[config.mk]
export PLATFORM = sky130hd
export DESIGN_NAME = tmeasure_sequencer_flat
export DESIGN_NICKNAME = d
export VERILOG_FILES = /design/src/rtl/tmeasure_pkg.sv /design/src/rtl/tmeasure_sequencer_if.sv /design/src/rtl/tmeasure_timeout.sv /design/src/rtl/tmeasure_sequencer.sv /design/src/flat_wrapper.sv
export SDC_FILE = /design/constraint.sdc
export NUM_CORES = 1
export LEC_CHECK = 0
export CAP_MARGIN = 15
export CORE_MARGIN = 1
export CORE_UTILIZATION = 50
export DETAILED_ROUTE_END_ITERATION = 8
export DONT_BUFFER_PORTS = 1
export GPL_TIMING_DRIVEN = 0
export SYNTH_ARGS = -nofsm -noshare
export SYNTH_HDL_FRONTEND = slang
export SYNTH_SLANG_ARGS = --single-unit
[constraint.sdc]
create_clock -name clk -period 10.5 [get_ports clk]
set_input_delay 2.1 -clock clk [delete_from_list [all_inputs] [get_ports clk]]
set_output_delay 2.1 -clock clk [all_outputs]
set_load 0.01 [all_outputs]
[src/rtl/tmeasure_pkg.sv]
// Shared types and helpers for the period-measurement sequencer:
// one-hot state encoding, result codes and the range qualification rule.
package tmeasure_pkg;

    localparam int N_RANGES_DEFAULT = 5;

    typedef enum logic [5:0] {
        ST_IDLE      = 6'b000001,
        ST_START     = 6'b000010,
        ST_WAIT_BUSY = 6'b000100,
        ST_WAIT_DONE = 6'b001000,
        ST_SCAN      = 6'b010000,
        ST_PRESENT   = 6'b100000
    } state_t;

    typedef enum logic [1:0] {
        ERR_OK       = 2'd0,
        ERR_NO_RANGE = 2'd1,
        ERR_START_TO = 2'd2,
        ERR_DONE_TO  = 2'd3
    } res_err_t;

    // A count is usable when it is strictly positive and not above the
    // accepted maximum; negative values flag a broken range.
    function automatic logic range_ok(input logic signed [31:0] v,
                                      input logic signed [31:0] max_count);
        return (v > 32'sd0) && (v <= max_count);
    endfunction

endpackage

[src/rtl/tmeasure_sequencer_if.sv]
// Measurement-side and result-side signals of the sequencer.
// master = the sequencer, slave = measurement top plus result consumer.
interface tmeasure_sequencer_if #(
    parameter int N_RANGES = tmeasure_pkg::N_RANGES_DEFAULT
);
    import tmeasure_pkg::*;

    logic               meas_start;
    logic               meas_busy;
    logic signed [31:0] meas_val [N_RANGES];
    logic               res_valid;
    logic               res_ready;
    logic [2:0]         res_range;
    logic [31:0]        res_count;
    res_err_t           res_err;

    modport master (
        output meas_start,
        input  meas_busy,
        input  meas_val,
        output res_valid,
        input  res_ready,
        output res_range,
        output res_count,
        output res_err
    );

    modport slave (
        input  meas_start,
        output meas_busy,
        output meas_val,
        input  res_valid,
        output res_ready,
        input  res_range,
        input  res_count,
        input  res_err
    );

endinterface

[src/rtl/tmeasure_timeout.sv]
// Loadable saturating cycle counter. Loading sets the limit and restarts
// the count; tc is high during the cycle that completes the limit-th
// counted cycle, so a state that waits on tc lasts exactly 'limit' cycles.
module tmeasure_timeout #(
    parameter int W = 25
) (
    input  logic         clk,
    input  logic         rst,
    input  logic         load,
    input  logic [W-1:0] load_val,
    input  logic         clr,
    input  logic         en,
    output logic         tc
);

    logic [W-1:0] count_reg;
    logic [W-1:0] limit_reg;

    // Count enabled cycles, stopping at all-ones instead of wrapping.
    always_ff @(posedge clk or posedge rst) begin
        if (rst) begin
            count_reg <= '0;
            limit_reg <= '0;
        end else if (load) begin
            limit_reg <= load_val;
            count_reg <= '0;
        end else if (clr) begin
            count_reg <= '0;
        end else if (en && (count_reg != '1)) begin
            count_reg <= count_reg + 1'b1;
        end
    end

    // One extra bit keeps the +1 from wrapping at saturation.
    assign tc = (({1'b0, count_reg} + {{W{1'b0}}, 1'b1}) >= {1'b0, limit_reg});

endmodule

[src/rtl/tmeasure_sequencer.sv]
// Sequencer for the multi-range period measurement: starts a measurement,
// waits out the busy window, captures all range counts and presents the
// finest-resolution valid count on a valid/ready result port.
module tmeasure_sequencer
    import tmeasure_pkg::*;
#(
    parameter int          N_RANGES      = N_RANGES_DEFAULT,
    parameter logic [31:0] MAX_COUNT     = 32'd100_000_000,
    parameter int          START_TIMEOUT = 4,
    parameter int          DONE_TIMEOUT  = 2**24
) (
    input  logic                  clk,
    input  logic                  rst,
    input  logic                  req,
    output logic                  idle,
    tmeasure_sequencer_if.master  bus
);

    localparam int TW = $clog2(DONE_TIMEOUT) + 1;

    state_t             state_reg, state_next;
    logic signed [31:0] cap_reg [N_RANGES];
    logic [2:0]         scan_idx_reg, scan_idx_next;
    logic [2:0]         res_range_reg, res_range_next;
    logic [31:0]        res_count_reg, res_count_next;
    res_err_t           res_err_reg, res_err_next;
    logic               meas_start_reg;
    logic               res_valid_reg;
    logic               idle_reg;

    logic               capture;
    logic               tmr_load;
    logic [TW-1:0]      tmr_load_val;
    logic               tmr_clr;
    logic               tmr_en;
    logic               tmr_tc;

    tmeasure_timeout #(.W(TW)) u_timeout (
        .clk      (clk),
        .rst      (rst),
        .load     (tmr_load),
        .load_val (tmr_load_val),
        .clr      (tmr_clr),
        .en       (tmr_en),
        .tc       (tmr_tc)
    );

    // State, scan pointer and result registers.
    always_ff @(posedge clk or posedge rst) begin
        if (rst) begin
            state_reg     <= ST_IDLE;
            scan_idx_reg  <= '0;
            res_range_reg <= '0;
            res_count_reg <= '0;
            res_err_reg   <= ERR_OK;
        end else begin
            state_reg     <= state_next;
            scan_idx_reg  <= scan_idx_next;
            res_range_reg <= res_range_next;
            res_count_reg <= res_count_next;
            res_err_reg   <= res_err_next;
        end
    end

    // Output flags are computed from the next state so they are registered
    // yet line up with the state they describe. meas_start covers START and
    // the first WAIT_BUSY cycle.
    always_ff @(posedge clk or posedge rst) begin
        if (rst) begin
            meas_start_reg <= 1'b0;
            res_valid_reg  <= 1'b0;
            idle_reg       <= 1'b1;
        end else begin
            meas_start_reg <= (state_next == ST_START) || (state_reg == ST_START);
            res_valid_reg  <= (state_next == ST_PRESENT);
            idle_reg       <= (state_next == ST_IDLE);
        end
    end

    // Snapshot every range on the edge where busy is first seen low.
    always_ff @(posedge clk or posedge rst) begin
        if (rst) begin
            for (int i = 0; i < N_RANGES; i++) cap_reg[i] <= '0;
        end else if (capture) begin
            for (int i = 0; i < N_RANGES; i++) cap_reg[i] <= bus.meas_val[i];
        end
    end

    // Next-state, timer control and result selection.
    always_comb begin
        state_next     = state_reg;
        scan_idx_next  = scan_idx_reg;
        res_range_next = res_range_reg;
        res_count_next = res_count_reg;
        res_err_next   = res_err_reg;
        capture        = 1'b0;
        tmr_load       = 1'b0;
        tmr_load_val   = '0;
        tmr_clr        = 1'b0;
        tmr_en         = 1'b0;

        case (state_reg)
            ST_IDLE: begin
                tmr_clr = 1'b1;
                if (req) state_next = ST_START;
            end
            ST_START: begin
                tmr_load     = 1'b1;
                tmr_load_val = TW'(START_TIMEOUT);
                state_next   = ST_WAIT_BUSY;
            end
            ST_WAIT_BUSY: begin
                tmr_en = 1'b1;
                // Busy is checked first so it wins over a same-cycle timeout.
                if (bus.meas_busy) begin
                    tmr_load     = 1'b1;
                    tmr_load_val = TW'(DONE_TIMEOUT);
                    state_next   = ST_WAIT_DONE;
                end else if (tmr_tc) begin
                    res_range_next = '0;
                    res_count_next = '0;
                    res_err_next   = ERR_START_TO;
                    state_next     = ST_PRESENT;
                end
            end
            ST_WAIT_DONE: begin
                tmr_en = 1'b1;
                if (!bus.meas_busy) begin
                    capture       = 1'b1;
                    scan_idx_next = '0;
                    state_next    = ST_SCAN;
                end else if (tmr_tc) begin
                    res_range_next = '0;
                    res_count_next = '0;
                    res_err_next   = ERR_DONE_TO;
                    state_next     = ST_PRESENT;
                end
            end
            ST_SCAN: begin
                if (range_ok(cap_reg[scan_idx_reg], $signed(MAX_COUNT))) begin
                    res_range_next = scan_idx_reg;
                    res_count_next = cap_reg[scan_idx_reg];
                    res_err_next   = ERR_OK;
                    state_next     = ST_PRESENT;
                end else if (scan_idx_reg == 3'(N_RANGES - 1)) begin
                    res_range_next = '0;
                    res_count_next = '0;
                    res_err_next   = ERR_NO_RANGE;
                    state_next     = ST_PRESENT;
                end else begin
                    scan_idx_next = scan_idx_reg + 3'd1;
                end
            end
            ST_PRESENT: begin
                if (bus.res_ready) state_next = ST_IDLE;
            end
            default: state_next = ST_IDLE;
        endcase
    end

    assign bus.meas_start = meas_start_reg;
    assign bus.res_valid  = res_valid_reg;
    assign bus.res_range  = res_range_reg;
    assign bus.res_count  = res_count_reg;
    assign bus.res_err    = res_err_reg;
    assign idle           = idle_reg;

endmodule
[src/flat_wrapper.sv]
// flat-port wrapper written by rule: the top's interface ports become plain ports
module tmeasure_sequencer_flat import tmeasure_pkg::*;
#(
    parameter int          N_RANGES      = N_RANGES_DEFAULT,
    parameter logic [31:0] MAX_COUNT     = 32'd100_000_000,
    parameter int          START_TIMEOUT = 4,
    parameter int          DONE_TIMEOUT  = 2**24
)
  (clk, rst, req, idle, bus_meas_start, bus_meas_busy, bus_meas_val, bus_res_valid, bus_res_ready, bus_res_range, bus_res_count, bus_res_err);
  tmeasure_sequencer_if #(.N_RANGES(N_RANGES)) bus_i ();
  input  logic clk;
  input  logic rst;
  input  logic req;
  output logic idle;
  output wire logic [$bits(bus_i.meas_start)-1:0] bus_meas_start;
  input wire logic [$bits(bus_i.meas_busy)-1:0] bus_meas_busy;
  input wire logic [$bits(bus_i.meas_val)-1:0] bus_meas_val;
  output wire logic [$bits(bus_i.res_valid)-1:0] bus_res_valid;
  input wire logic [$bits(bus_i.res_ready)-1:0] bus_res_ready;
  output wire logic [$bits(bus_i.res_range)-1:0] bus_res_range;
  output wire logic [$bits(bus_i.res_count)-1:0] bus_res_count;
  output wire logic [$bits(bus_i.res_err)-1:0] bus_res_err;
  assign bus_meas_start = bus_i.meas_start;
  assign bus_i.meas_busy = bus_meas_busy;
  assign bus_i.meas_val = {>>{bus_meas_val}};
  assign bus_res_valid = bus_i.res_valid;
  assign bus_i.res_ready = bus_res_ready;
  assign bus_res_range = bus_i.res_range;
  assign bus_res_count = bus_i.res_count;
  assign bus_res_err = bus_i.res_err;
  tmeasure_sequencer #(.N_RANGES(N_RANGES), .MAX_COUNT(MAX_COUNT), .START_TIMEOUT(START_TIMEOUT), .DONE_TIMEOUT(DONE_TIMEOUT)) u_core (.clk(clk), .rst(rst), .req(req), .idle(idle), .bus(bus_i));
endmodule
==> reports/metrics.yaml <==
ys_sh_aoi: 0.107
period_used_share: 0.462
grt-ovfl-total: 0
status: "finished, final reports clean"
worstPathMaxFanout: 10
place_area_um2: 11800
n_antenna_cell: 0
p_leak_nw: 6.21
critPathBufInv: 5
clkbuf_count: 34
top_area_cell: "dfrtp_1"
flop_area_um2: 5910
min_from: "u_core.cap_reg[25]$_DFFE_PP0P_"
whs_ps: 471
viasPerCell: 5.76
post-dp-hpwl_um: 26400
num_rows: 54
edf_count: 0
required_ps: 10980
cts_setup_buffers: 0
setup_viol: 0
largest_register_ffs: 160
fillers: 2051
[through the flow]
stage	total power (W)	TNS [ps]
2_1_floorplan	0.00247	0
3_3_place_gp	0.00296	-172740
3_5_place_dp	0.00299	0
4_1_cts	0.00409	0
5_1_grt	0.00434	0
6_report	0.00410	0
[cells in the mapped netlist (all sizes together), types with 3 or more instances]
| master | count |
|---|---|
| nand2b | 6 |
| nand2 | 512 |
| o22ai | 19 |
| nand4 | 13 |
| o2bb2ai | 9 |
| mux2 | 11 |
| nor2b | 14 |
| buf | 18 |
| nor3 | 21 |
| and2 | 8 |
| inv | 11 |
| a311oi | 3 |
| or4 | 5 |
| nor4b | 4 |
| mux2i | 43 |
| a22oi | 5 |
| nor4 | 17 |
| a21oi | 31 |
| a31oi | 7 |
| o21a | 4 |
| xor2 | 17 |
| o21ai | 35 |
| or2 | 4 |
| nand3b | 4 |
| nand3 | 20 |
| a221oi | 3 |
| or3 | 3 |
| a211oi | 6 |
| nor2 | 63 |
| and3 | 8 |
| xnor2 | 17 |
| clkbuf | 67 |
| ha | 5 |
| dfrtp | 234 |
| a22o | 25 |
[metal layers]
metal	track usage	up-vias
met5	0	-
met4	0.116	2
met3	0.0783	87
met2	0.487	336
met1	0.401	4564
li1	-	4462
[tightest hold or removal path: cells and delay by family, from the launching register on]
family	cells	cell delay, ps
flip-flops	1	340
AND/OR/NAND/NOR	2	100
[report_power, final]
group,leakage (nW),internal (W),switching [W]
Sequential,3.05,0.00127,0.000290
Combinational,2.67,0.000513,0.000940
Clock,0.501,0.000698,0.000394
Total,6.21,0.00248,0.00162
Figure 1. Sequential cells coloured by netlist name.
Bar = 50 µm. Other sequential cells in the stronger grey, the rest of the logic in the fainter grey.
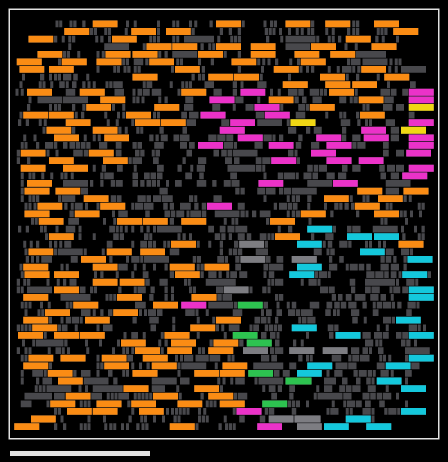
u_core.bus.res_range: in yellow, flops 3. u_core.cap_reg: in orange, flops 160, where spread over the die. u_core.bus.res_count: in magenta, flops 32. u_core.state_reg: in green, flops 6, where south. u_core.u_timeout.count_reg: in cyan, flops 25.
Another 10 sequential cells are not coloured.

Figure 2. Signal metal coverage by tile.
The die is cut into 31 by 31 equal tiles; dark purple is low, yellow is high, scaled to the fullest tile. Values are wire area over tile area, all layers added.
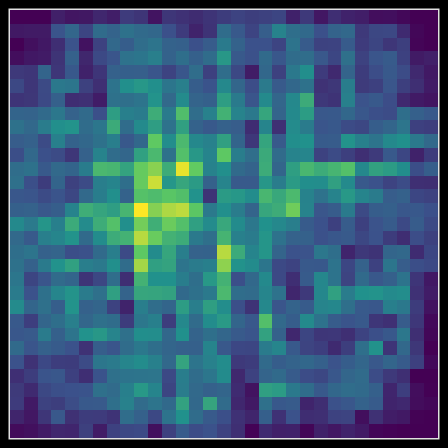
The densest ninth of the die: centre. 2.5% of the tiles are nearly empty. 14% of the tiles are over half the peak. The emptiest ninth of the die: south-east. The fullest tile reaches 0.77. The mean over all tiles is 0.25.
final WL: 35400 µm
GR Util All Layers: 0.306
via count: 9451
Avg WL per Cell: 21.5 µm

Figure 3. Signal wires by layer.
Two of the layers only.
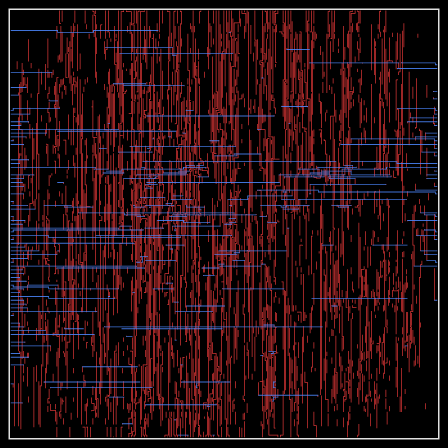
metal 3: in blue, wire length 2750 µm. metal 2: in red, wire length 16100 µm.

Figure 4. Cell density map.
Bar = 50 µm. The die is cut into 15 by 15 equal tiles; dark purple is low, yellow is high, 0 to 100% covered.
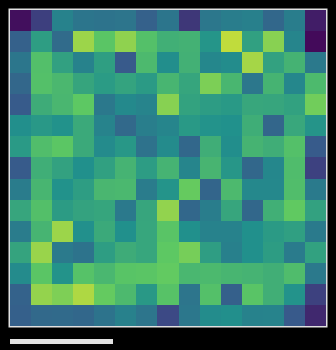
The fullest tile reaches 91%. 8.4% of the tiles are over 75% full. The mean over all tiles is 53%.
Initial Utilization: 0.517
Core Footprint: 22100 µm²
Post-Route Utilization: 0.583

Figure 5. Clock routing.
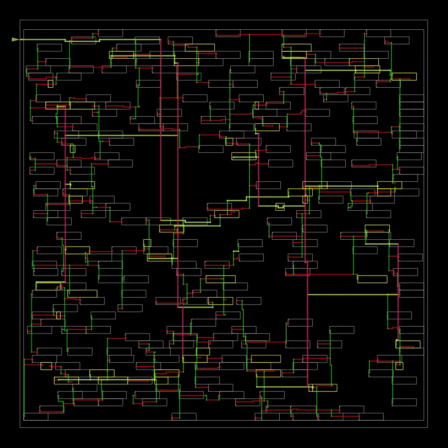
P_clk: 0.00109 W
Fin Clk Skew: 10.4 ps
Clock Sinks: 236
clock latency on the worst-skew pair: 540 ps
total CTS buffers: 27

Power and IR drop assume default switching activity.
